**config.mk**
```make
export PLATFORM = sky130hd
export DESIGN_NAME = axi_lite_write_arbiter
export DESIGN_NICKNAME = d
export VERILOG_FILES = /design/src/rtl/axi_lite_write_arbiter.sv
export SDC_FILE = /design/constraint.sdc
export NUM_CORES = 1
export LEC_CHECK = 0
export ABC_AREA = 1
export CORE_MARGIN = 2
export CORE_UTILIZATION = 30
export CTS_CLUSTER_SIZE = 14
export DETAILED_ROUTE_END_ITERATION = 16
export HOLD_SLACK_MARGIN = 0.05
export SLEW_MARGIN = 20
export SYNTH_ARGS = -nofsm -noshare
export SYNTH_HDL_FRONTEND = slang
export SYNTH_SLANG_ARGS = --single-unit
```
**constraint.sdc**
```tcl
create_clock -name clk -period 7.6 [get_ports clk]
set_input_delay 0.76 -clock clk [delete_from_list [all_inputs] [get_ports clk]]
set_output_delay 0.76 -clock clk [all_outputs]
set_load 0.02 [all_outputs]
```
**src/rtl/axi_lite_write_arbiter.sv**
```systemverilog
// Two-requester round-robin arbiter in front of a single AXI-lite write master.
// One transaction outstanding at a time; per-requester completion counters.
`timescale 1ns/1ps
module axi_lite_write_arbiter #(
  parameter int CNT_W = 8
) (
  input  logic             clk,
  input  logic             reset,
  input  logic             r0_valid,
  input  logic [31:0]      r0_addr,
  input  logic [31:0]      r0_data,
  output logic             r0_ack,
  output logic [1:0]       r0_err,
  input  logic             r1_valid,
  input  logic [31:0]      r1_addr,
  input  logic [31:0]      r1_data,
  output logic             r1_ack,
  output logic [1:0]       r1_err,
  output logic             m_write_valid,
  output logic [31:0]      m_write_addr,
  output logic [31:0]      m_write_data,
  input  logic             m_write_ack,
  input  logic [1:0]       m_write_err,
  output logic             busy,
  output logic             grant_id,
  output logic [CNT_W-1:0] r0_count,
  output logic [CNT_W-1:0] r1_count
);

  typedef enum logic [1:0] {
    IDLE  = 2'd0,
    ISSUE = 2'd1,
    WAIT  = 2'd2
  } state_t;

  state_t           state_q, state_d;
  logic             m_write_valid_q, m_write_valid_d;
  logic [31:0]      m_write_addr_q, m_write_addr_d;
  logic [31:0]      m_write_data_q, m_write_data_d;
  logic             grant_id_q, grant_id_d;
  logic             last_grant_q, last_grant_d;
  logic             r0_ack_q, r0_ack_d;
  logic             r1_ack_q, r1_ack_d;
  logic [1:0]       r0_err_q, r0_err_d;
  logic [1:0]       r1_err_q, r1_err_d;
  logic [CNT_W-1:0] r0_count_q, r0_count_d;
  logic [CNT_W-1:0] r1_count_q, r1_count_d;
  logic             busy_q, busy_d;
  logic             r0_elig;
  logic             r1_elig;
  logic             winner;

  localparam logic [CNT_W-1:0] CNT_ONE = {{(CNT_W-1){1'b0}}, 1'b1};

  // A requester whose ack is high this cycle is still holding valid; mask it.
  assign r0_elig = r0_valid & ~r0_ack_q;
  assign r1_elig = r1_valid & ~r1_ack_q;

  // Next-state, arbitration and completion bookkeeping.
  always_comb begin
    state_d         = state_q;
    m_write_valid_d = m_write_valid_q;
    m_write_addr_d  = m_write_addr_q;
    m_write_data_d  = m_write_data_q;
    grant_id_d      = grant_id_q;
    last_grant_d    = last_grant_q;
    r0_ack_d        = 1'b0;
    r1_ack_d        = 1'b0;
    r0_err_d        = r0_err_q;
    r1_err_d        = r1_err_q;
    r0_count_d      = r0_count_q;
    r1_count_d      = r1_count_q;
    winner          = 1'b0;
    case (state_q)
      IDLE: begin
        if (r0_elig && r1_elig) begin
          winner = ~last_grant_q;
        end else if (r1_elig) begin
          winner = 1'b1;
        end else begin
          winner = 1'b0;
        end
        if (r0_elig || r1_elig) begin
          m_write_addr_d  = winner ? r1_addr : r0_addr;
          m_write_data_d  = winner ? r1_data : r0_data;
          grant_id_d      = winner;
          m_write_valid_d = 1'b1;
          state_d         = ISSUE;
        end else begin
          state_d = IDLE;
        end
      end
      ISSUE: begin
        m_write_valid_d = 1'b0;
        state_d         = WAIT;
      end
      WAIT: begin
        if (m_write_ack) begin
          if (grant_id_q) begin
            r1_ack_d   = 1'b1;
            r1_err_d   = m_write_err;
            r1_count_d = r1_count_q + CNT_ONE;
          end else begin
            r0_ack_d   = 1'b1;
            r0_err_d   = m_write_err;
            r0_count_d = r0_count_q + CNT_ONE;
          end
          last_grant_d = grant_id_q;
          state_d      = IDLE;
        end else begin
          state_d = WAIT;
        end
      end
      default: begin
        m_write_valid_d = 1'b0;
        state_d         = IDLE;
      end
    endcase
    busy_d = (state_d != IDLE);
  end

  // State and output registers.
  always_ff @(posedge clk or posedge reset) begin
    if (reset) begin
      state_q         <= IDLE;
      m_write_valid_q <= 1'b0;
      m_write_addr_q  <= 32'h0000_0000;
      m_write_data_q  <= 32'h0000_0000;
      grant_id_q      <= 1'b0;
      last_grant_q    <= 1'b1;
      r0_ack_q        <= 1'b0;
      r1_ack_q        <= 1'b0;
      r0_err_q        <= 2'b00;
      r1_err_q        <= 2'b00;
      r0_count_q      <= {CNT_W{1'b0}};
      r1_count_q      <= {CNT_W{1'b0}};
      busy_q          <= 1'b0;
    end else begin
      state_q         <= state_d;
      m_write_valid_q <= m_write_valid_d;
      m_write_addr_q  <= m_write_addr_d;
      m_write_data_q  <= m_write_data_d;
      grant_id_q      <= grant_id_d;
      last_grant_q    <= last_grant_d;
      r0_ack_q        <= r0_ack_d;
      r1_ack_q        <= r1_ack_d;
      r0_err_q        <= r0_err_d;
      r1_err_q        <= r1_err_d;
      r0_count_q      <= r0_count_d;
      r1_count_q      <= r1_count_d;
      busy_q          <= busy_d;
    end
  end

  assign m_write_valid = m_write_valid_q;
  assign m_write_addr  = m_write_addr_q;
  assign m_write_data  = m_write_data_q;
  assign grant_id      = grant_id_q;
  assign r0_ack        = r0_ack_q;
  assign r1_ack        = r1_ack_q;
  assign r0_err        = r0_err_q;
  assign r1_err        = r1_err_q;
  assign r0_count      = r0_count_q;
  assign r1_count      = r1_count_q;
  assign busy          = busy_q;

endmodule

```
drive_strength.png
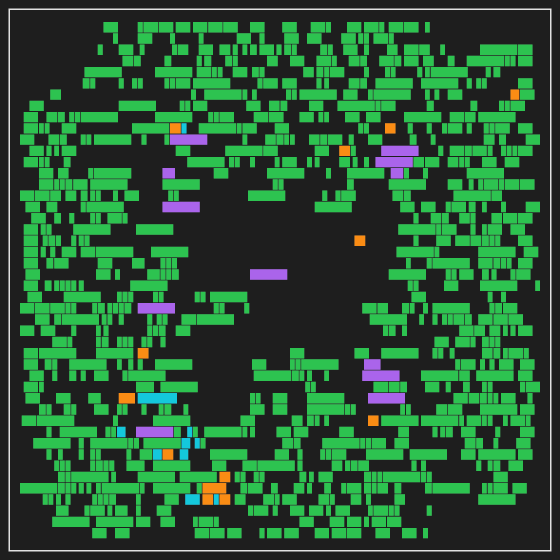
drive 3 to 4: shown in orange, cells 13, share 1.5%, most used buf_4. drive 6 and up: shown in purple, cells 12, share 1.4%, most used clkbuf_16. drive 2: shown in cyan, cells 10, share 1.2%, most used inv_2. drive 1 or less: shown in green, cells 815, share 96%, most used nand2_1.

cell_classes.png
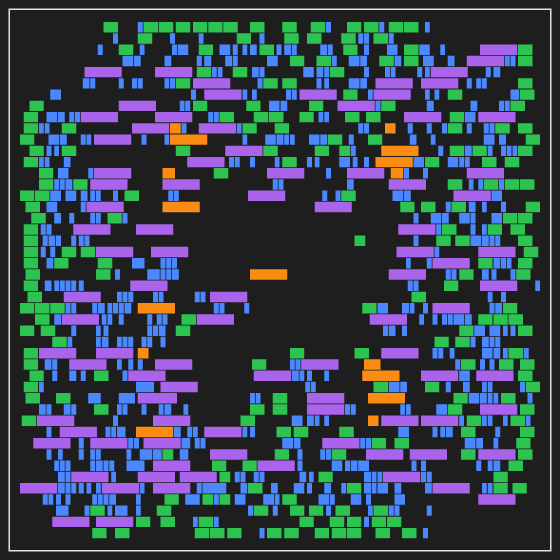
all other logic: shown in blue, cells 513, share of their area 32%. other buffers and delay cells: shown in green, cells 229, share of their area 32%. clock drivers and dummy loads: shown in orange, cells 16, share of their area 4.0%. flops: shown in purple, cells 92, share of their area 32%.

final_congestion.png
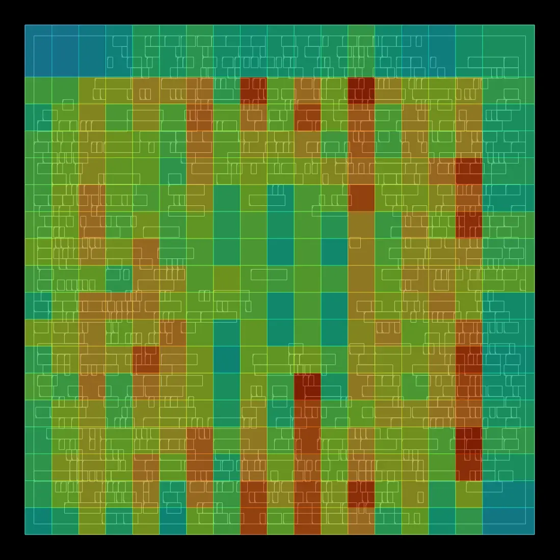
met2 Track Usage GR: 29.1%
Routed wire per std cell: 13.9 µm
met3 Use GR: 4.40%
gr busiest metal: met2

==> flow_summary.yaml <==
# physical design summary
final_timing:
  layout_setup_ws_ps: 4620
  clock.fmax_mhz: 336
  maxSlewHeadroom_pct: 48.1
power:
  power_combinational_uw: 1360
  seq_power_uw: 836
  powerDensity_nw_per_um2: 353
min_path:
  min_from: "m_write_data[10]"
placement:
  dp_cells: 1050
cells_and_area:
  finish.net_count: 982
worst_setup_path:
  crit_start: "r0_valid"
  cpPeakStageDelay_ps: 590
  cp.arrival_ps: 3210
  crit_path_top_delay_cell: "buf_4"
  crit_path_end_kind: "flop"
status:
  outcome: "completed"
route:
  drtAntennaViolNets: 0
logic_synthesis:
  ys_async_sr_fraction_pct: 100
  syn-cell-area_um2: 4810
  top_cells_by_area: "dfrtp_1 (47%), nand2_1 (22%), nand3b_1 (8.3%), nand3_1 (7.2%), inv_1 (5.7%)"
run:
  warnings: 26
grt:
  grt_pass1_wl_um: 23100
density.png
Scale bar: 50 µm. The die is cut into 13 by 13 equal tiles; dark blue is low, red is high, 0 to 100% covered.
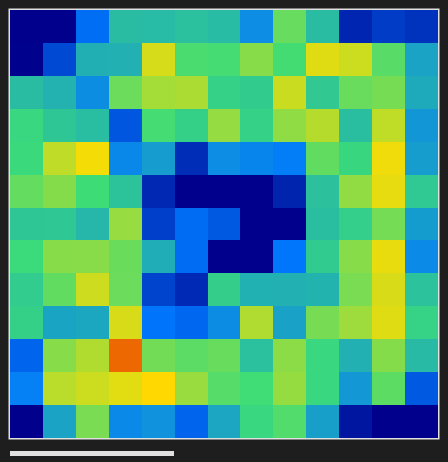
The fullest tile reaches 88%. The mean over all tiles is 42%. 1.2% of the tiles are over 75% full. 7.7% of the tiles are nearly empty.

wire_density.png
Scale bar: 50 µm. The die is cut into 26 by 26 equal tiles; dark blue is low, red is high, scaled to the fullest tile. Values are wire area over tile area, all layers added.
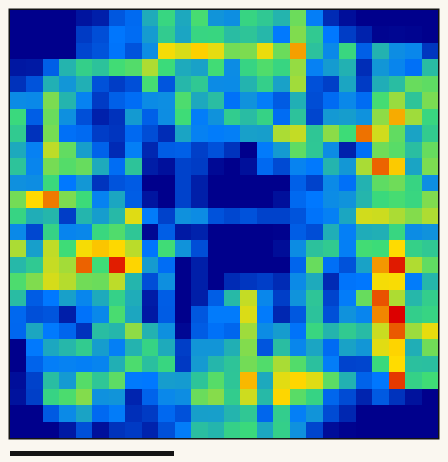
The mean over all tiles is 0.14. 11% of the tiles are nearly empty. The fullest tile reaches 0.44. The emptiest ninth of the die: centre.
routed wire length: 14,800 µm
All-Layer GR Usage: 17.5%
routed vias: 4,680

[logic make-up (layout without fill, tap and decap cells)]
family / after synthesis / in the layout / share of synthesized area, %
AND/OR/NAND/NOR: 417 / 417 / 38.8
AND-OR/OR-AND: 12 / 12 / 1.33
adder cells (fa/ha/maj): 2 / 2 / 0.520
flip-flops: 92 / 92 / 47.9
XOR/XNOR: 6 / 6 / 1.09
buffers and inverters: 111 / 321 / 10.4
[routing by layer]
metal	vias up	routed length [µm]
met5	-	0
met4	0	302
met3	19	1190
met2	165	6660
met1	2122	6650
li1	2374	-
[stage by stage]
stage	total power (µW)	hold slack [ps]
finish	2630	477
global route	2830	498
CTS	2670	482
detailed placement	2230	464
global placement	2220	460
floorplan	1610	458
Power figures rest on the tool's default switching activity, not on a simulated workload.
